--- config.mk ---
export PLATFORM = sky130hd
export DESIGN_NAME = acc_req_arbiter
export DESIGN_NICKNAME = d
export VERILOG_FILES = /design/src/rtl/acc_req_arbiter.sv
export SDC_FILE = /design/constraint.sdc
export NUM_CORES = 1
export LEC_CHECK = 0
export ABC_AREA = 1
export CORE_AREA = 4 4 184 186
export CTS_CLUSTER_SIZE = 20
export DETAILED_ROUTE_END_ITERATION = 16
export DIE_AREA = 0 0 188 190
export GPL_ROUTABILITY_DRIVEN = 0
export GPL_TIMING_DRIVEN = 0
export RECOVER_POWER = 50
export SLEW_MARGIN = 5
export SYNTH_ARGS = -nofsm -noshare
export SYNTH_HDL_FRONTEND = slang
export SYNTH_SLANG_ARGS = --single-unit
--- constraint.sdc ---
create_clock -name clk_i -period 3.9 [get_ports clk_i]
set_clock_uncertainty 0.05 [all_clocks]
set_input_delay 0.39 -clock clk_i [delete_from_list [all_inputs] [get_ports clk_i]]
set_output_delay 0.39 -clock clk_i [all_outputs]
set_load 0.02 [all_outputs]
--- src/rtl/acc_req_arbiter.sv ---
// Round-robin arbiter that shares one accelerator request/response port among
// NumReq offloading cores. Requests are registered and tagged with the master
// index in the upper ID bits; responses are routed back by those bits.
module acc_req_arbiter #(
   parameter int unsigned NumReq         = 8,
   parameter int unsigned AccAddrWidth   = 3,
   parameter int unsigned DataWidth      = 32,
   parameter int unsigned InIdWidth      = 5,
   parameter int unsigned MaxOutstanding = 4,
   parameter int unsigned IdxWidth       = (NumReq > 1) ? $clog2(NumReq) : 1,
   parameter int unsigned ExtIdWidth     = InIdWidth + IdxWidth
) (
   input  logic                                   clk_i,
   input  logic                                   rst_ni,
   input  logic [NumReq-1:0]                      mst_q_valid_i,
   output logic [NumReq-1:0]                      mst_q_ready_o,
   input  logic [NumReq-1:0][AccAddrWidth-1:0]    mst_q_addr_i,
   input  logic [NumReq-1:0][InIdWidth-1:0]       mst_q_id_i,
   input  logic [NumReq-1:0][DataWidth-1:0]       mst_q_data_i,
   output logic [NumReq-1:0]                      mst_p_valid_o,
   input  logic [NumReq-1:0]                      mst_p_ready_i,
   output logic [InIdWidth-1:0]                   mst_p_id_o,
   output logic [DataWidth-1:0]                   mst_p_data_o,
   output logic                                   slv_q_valid_o,
   input  logic                                   slv_q_ready_i,
   output logic [AccAddrWidth-1:0]                slv_q_addr_o,
   output logic [ExtIdWidth-1:0]                  slv_q_id_o,
   output logic [DataWidth-1:0]                   slv_q_data_o,
   input  logic                                   slv_p_valid_i,
   output logic                                   slv_p_ready_o,
   input  logic [ExtIdWidth-1:0]                  slv_p_id_i,
   input  logic [DataWidth-1:0]                   slv_p_data_i,
   output logic                                   rsp_err_o
);

   localparam int unsigned CntWidth = $clog2(MaxOutstanding + 1);

   logic [NumReq-1:0][CntWidth-1:0] cnt_q, cnt_d;
   logic [IdxWidth-1:0]             rr_ptr_q, rr_ptr_d;
   logic                            slv_q_valid_q, slv_q_valid_d;
   logic [AccAddrWidth-1:0]         slv_q_addr_q, slv_q_addr_d;
   logic [ExtIdWidth-1:0]           slv_q_id_q, slv_q_id_d;
   logic [DataWidth-1:0]            slv_q_data_q, slv_q_data_d;
   logic                            rsp_err_q, rsp_err_d;

   logic                load;
   logic [NumReq-1:0]   eligible;
   logic                gnt_valid;
   logic [IdxWidth-1:0] gnt_idx;
   logic [31:0]         ptr_ext, gnt_ext, rsp_idx_ext;
   logic [IdxWidth-1:0] rsp_idx;
   logic                rsp_hs, rsp_in_range;

   // Round-robin grant: first eligible master strictly after rr_ptr, with wrap.
   always_comb begin
      load      = !slv_q_valid_q || slv_q_ready_i;
      ptr_ext   = 32'(rr_ptr_q);
      gnt_valid = 1'b0;
      gnt_idx   = '0;
      eligible  = '0;
      for (int unsigned k = 0; k < NumReq; k++) begin
         eligible[k] = mst_q_valid_i[k] && (cnt_q[k] < CntWidth'(MaxOutstanding));
      end
      // Two passes: masters above the pointer first, then the wrapped-around ones.
      for (int unsigned k = 0; k < NumReq; k++) begin
         if (!gnt_valid && eligible[k] && (k > ptr_ext)) begin
            gnt_valid = 1'b1;
            gnt_idx   = IdxWidth'(k);
         end
      end
      for (int unsigned k = 0; k < NumReq; k++) begin
         if (!gnt_valid && eligible[k] && (k <= ptr_ext)) begin
            gnt_valid = 1'b1;
            gnt_idx   = IdxWidth'(k);
         end
      end
      gnt_ext = 32'(gnt_idx);
      // Ready is held low while in reset so no request is accepted and then lost.
      mst_q_ready_o = '0;
      for (int unsigned k = 0; k < NumReq; k++) begin
         mst_q_ready_o[k] = rst_ni && load && gnt_valid && (gnt_ext == k);
      end
   end

   // Response demux by the index bits; out-of-range indices are swallowed.
   always_comb begin
      rsp_idx       = slv_p_id_i[ExtIdWidth-1 -: IdxWidth];
      rsp_idx_ext   = 32'(rsp_idx);
      rsp_in_range  = rsp_idx_ext < NumReq;
      mst_p_valid_o = '0;
      slv_p_ready_o = 1'b1;
      for (int unsigned k = 0; k < NumReq; k++) begin
         if (rsp_idx_ext == k) begin
            mst_p_valid_o[k] = slv_p_valid_i;
            slv_p_ready_o    = mst_p_ready_i[k];
         end
      end
      mst_p_id_o   = slv_p_id_i[InIdWidth-1:0];
      mst_p_data_o = slv_p_data_i;
      rsp_hs       = slv_p_valid_i && slv_p_ready_o;
   end

   // Next state: output register, round-robin pointer, counters, error flag.
   always_comb begin
      slv_q_valid_d = slv_q_valid_q;
      slv_q_addr_d  = slv_q_addr_q;
      slv_q_id_d    = slv_q_id_q;
      slv_q_data_d  = slv_q_data_q;
      rr_ptr_d      = rr_ptr_q;
      if (load) begin
         slv_q_valid_d = gnt_valid;
         if (gnt_valid) begin
            rr_ptr_d = gnt_idx;
            for (int unsigned k = 0; k < NumReq; k++) begin
               if (gnt_ext == k) begin
                  slv_q_addr_d = mst_q_addr_i[k];
                  slv_q_id_d   = {gnt_idx, mst_q_id_i[k]};
                  slv_q_data_d = mst_q_data_i[k];
               end
            end
         end
      end
      rsp_err_d = rsp_err_q || (rsp_hs && !rsp_in_range);
      cnt_d     = cnt_q;
      for (int unsigned k = 0; k < NumReq; k++) begin
         if (mst_q_ready_o[k] && !(rsp_hs && (rsp_idx_ext == k))) begin
            cnt_d[k] = cnt_q[k] + CntWidth'(1);
         end else if (!mst_q_ready_o[k] && rsp_hs && (rsp_idx_ext == k) &&
                      (cnt_q[k] != '0)) begin
            cnt_d[k] = cnt_q[k] - CntWidth'(1);
         end
         if (rsp_hs && (rsp_idx_ext == k) && (cnt_q[k] == '0)) begin
            rsp_err_d = 1'b1;
         end
      end
   end

   // State registers with synchronous active-low reset.
   always_ff @(posedge clk_i) begin
      if (!rst_ni) begin
         cnt_q         <= '0;
         rr_ptr_q      <= IdxWidth'(NumReq - 1);
         slv_q_valid_q <= 1'b0;
         slv_q_addr_q  <= '0;
         slv_q_id_q    <= '0;
         slv_q_data_q  <= '0;
         rsp_err_q     <= 1'b0;
      end else begin
         cnt_q         <= cnt_d;
         rr_ptr_q      <= rr_ptr_d;
         slv_q_valid_q <= slv_q_valid_d;
         slv_q_addr_q  <= slv_q_addr_d;
         slv_q_id_q    <= slv_q_id_d;
         slv_q_data_q  <= slv_q_data_d;
         rsp_err_q     <= rsp_err_d;
      end
   end

   assign slv_q_valid_o = slv_q_valid_q;
   assign slv_q_addr_o  = slv_q_addr_q;
   assign slv_q_id_o    = slv_q_id_q;
   assign slv_q_data_o  = slv_q_data_q;
   assign rsp_err_o     = rsp_err_q;

endmodule

### Layout detail

Window x 69 to 119, y 108 to 158 µm. Cells in gray, sequential cells in the stronger gray; small squares are vias.
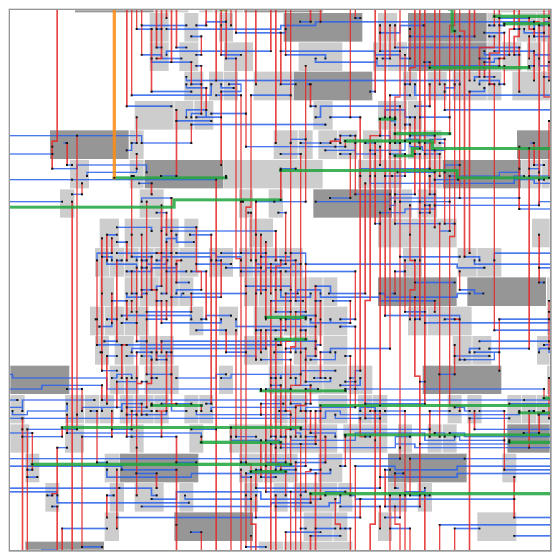
Orange is met4. Red is met2. Green is met3. Blue is met1.
Sequential cells in the window: 16. Most frequent: nand2_1 (28), nor2_1 (27), inv_1 (18). 182 logic cells have their middle in the window. Netlist names of flops here include `cnt_q` (9), `slv_q_data_o` (3), `rr_ptr_q` (2).

==> results.py <==
# Synthesis and PnR figures
metrics = {
    "global_routing": {
        "grt_first_pass_wirelength_mm": 60.4,
        "antenna_found_initial": 0,
        "grt_use_total": 0.220,
        "grt_pass1_vias": 10100,
        "grt_max_degree": 12,
        "gr-total-overflow": 0,
    },
    "final_layout": {
        "lay_top_count": "clkdlybuf4s50_1",
        "layout-drive-gt1-share": 0.0829,
        "nets": 2157,
        "nFillCells": 3475,
        "final_cell_mix": "348 x clkdlybuf4s50_1, 323 x nand2_1, 200 x nor2_1, 128 x nand3_1, 127 x a21oi_1",
        "antenna_cells": 0,
        "areaGrowthSynthToFinish_pct": 72.7,
        "stdcell_count": 2216,
        "stdcell_area_um2": 12700,
        "utilization": 0.393,
    },
    "sta": {
        "tightest_slew_ns": 0.715,
        "slew_headroom": 0.523,
        "setup_slack_ns": 0.228,
        "rsz0062_at_grt": "false",
        "period_minus_slack_ns": 3.67,
        "finalMaxSlewViolations": 0,
        "hold_viol_final": 0,
        "finalCritPeriodShare": 0.942,
        "fmax_ghz": 0.272,
        "setup-violations-final": 0,
    },
    "floorplan": {
        "fp.dieH_um": 190,
        "coreArea_um2": 32300,
        "fp_util": 0.228,
        "io_pins": 479,
        "core.rowCount": 66,
        "die_area_um2": 35700,
        "die_x_um": 188,
    },
    "critical_path": {
        "endpoint_kind": "register",
        "r2r_slack_ns": 0.32,
        "crit_path_start_kind": "primary input",
        "cp_max_fo": 10,
        "critPathRequiredTime_ns": 4.12,
        "critPathKind": "in -> reg",
        "cp_data_arrival_time_ns": 3.90,
    },
    "synthesis": {
        "ys_warn_count": 0,
        "ys_cells": 1311,
        "ys.flop_type": "dfxtp_1",
        "ys_seq_frac": 0.196,
        "synthesis.area_um2": 7350,
        "yosys_area_um2": 7350,
        "syn_nets": 1699,
        "synth-edff-count": 0,
        "yosys.cell_types.count": 42,
        "yosys.area.top_type": "dfxtp_1",
        "synth_top_area_share": 0.196,
        "async_flop_share": 0,
        "syn_avg_cell_area_um2": 5.61,
        "ys_ff": 72,
        "synthTopCellsByCount": "324 x nand2_1, 203 x nor2_1, 128 x nand3_1",
        "synthCells": 1311,
        "yosysMostFrequentCell": "nand2_1",
        "top_cells_by_area": "dfxtp_1 20%, nand2_1 17%, nor2_1 10%",
    },
    "clocking": {
        "clk_latency_ns": 0.35,
        "cts_tree": "done",
        "htree_levels": 3,
        "cts_inserted_buffers": 9,
        "path_clk_slew_ns": 0.05,
        "cts.sinks": 72,
        "clock_path_buffers": 2,
        "clock-root-buffer": "clkbuf_16",
    },
    "detailed_routing": {
        "drt-pass1-iter-count": 5,
        "drc": 0,
        "drtAntennaViolNets": 0,
        "drt-initial-drc-count": 532,
        "avgViaCountPerCell": 4.62,
        "via_count": 10200,
        "avgRoutedWirePerCell_um": 18.7,
        "wl_mm": 41.3,
    },
    "pwr": {
        "p_per_area_nw_per_um2": 598,
        "p_leak_uw": 0.00578,
        "finalPower_uw": 7590,
        "ir_drop_mv": 0.284,
    },
    "placed_design": {
        "placed_cell_area_um2": 12300,
        "portBuffers": 441,
        "dpl.cell_count": 2194,
        "dp.final_hpwl_mm": 35.1,
        "place_ws_ns": -0.389,
    },
    "flow_run": {
        "log.warning_count": 26,
        "cap_violations": 0,
    },
    "min_path": {
        "min_path_type": "reg -> reg",
    },
    "outcome": {
        "outcome": "finished, final reports clean",
    },
}
### Cell outlines without signal wires

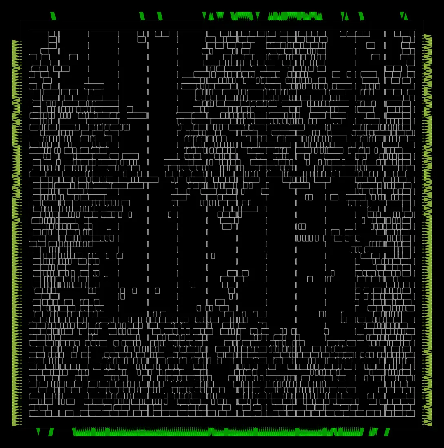
Seq area share: 0.114
n_taps: 442

==> what timing repair did <==
| item | CTS | global route |
|---|---|---|
| gates resized | 11 | 18 |
| buffers inserted | 6 | 1 |
| pin swaps | 4 | 3 |
| hold buffers | 0 | 0 |
| setup endpoints to repair | 8 | 15 |
| gates cloned | 0 | 0 |
==> final cells by class <==
cell class / instances / area (µm²) / share of cell area
Inverter: 120 / 467 / 0.0368
Multi-Input combinational cell: 1004 / 4830 / 0.381
Tap cell: 442 / 553 / 0.0436
Clock inverter: 3 / 42.5 / 0.00335
Sequential cell: 72 / 1440 / 0.114
Timing Repair Buffer: 448 / 4460 / 0.352
Buffer: 114 / 654 / 0.0516
Clock buffer: 13 / 240 / 0.0189
==> state kept, by name, summed over array words and instances, names as in the netlist <==
| name | cells |
|---|---|
| cnt_q | 24 |
| rr_ptr_q | 3 |
| rsp_err_o | 1 |
| slv_q_addr_o | 3 |
| slv_q_data_o | 32 |
| slv_q_id_o | 8 |
| slv_q_valid_o | 1 |
==> cell families (layout without fill, tap and decap cells) <==
family                     count (synthesis)  after routing  share of synthesized area
and+or+nand+nor                          781            781                      0.470
adders and majority gates                  8              8                     0.0218
AOI/OAI and AO/OA                        212            212                      0.157
buffers and inverters                    235            698                      0.152
muxes                                      3              3                    0.00426
DFF                                       72             72                      0.196
==> worst max-delay path, stage by stage <==
cell,delay [ns]
clkdlybuf4s50_1,0.46
nand2_2,0.13
inv_1,0.07
nand2_1,0.10
nand3_1,0.11
nor2_1,0.14
nand4_1,0.10
nor2_1,0.11
nand4_1,0.11
nor2_2,0.17
nand3_1,0.11
nand2_2,0.15
nor2_4,0.07
clkinv_2,0.17
nand3_4,0.20
inv_6,0.18
nand2_1,0.13
inv_2,0.09
o21ai_2,0.08
fa_1,0.39
mux2i_1,0.20
o21ai_1,0.08
a21oi_1,0.12
==> final timing paths <==
kind | to | start | cells past startpoint
worst max-delay path | cnt_q[23] | mst_q_valid_i[2] | 23
worst min-delay path | slv_q_data_o[18] | slv_q_data_o[18] | 2
worst max register to register | cnt_q[2] | cnt_q[20] | 20
worst min register to register | slv_q_data_o[18] | slv_q_data_o[18] | 2
==> stage by stage <==
stage | hold slack (ns) | TNS, ns
5_1_grt | 0.433 | 0
2_1_floorplan | 0.392 | 0
6_report | 0.413 | 0
4_1_cts | 0.415 | 0
3_5_place_dp | 0.409 | -10.38
3_3_place_gp | 0.403 | -8.47
==> where the power goes <==
part / internal [µW] / total [µW] / switching, µW
clock: 496 / 825 / 329
sequential: 962 / 1100 / 139
combinational: 2020 / 5660 / 3640
==> per-layer routing <==
layer / wire (µm) / vias to the layer above / track usage
li1: - / 5132 / -
met1: 17000 / 4589 / 0.265
met2: 19600 / 460 / 0.377
met3: 3510 / 57 / 0.0655
met4: 1260 / 0 / 0.0689
met5: 0 / - / 0
Power figures rest on the tool's default switching activity, not on a simulated workload.
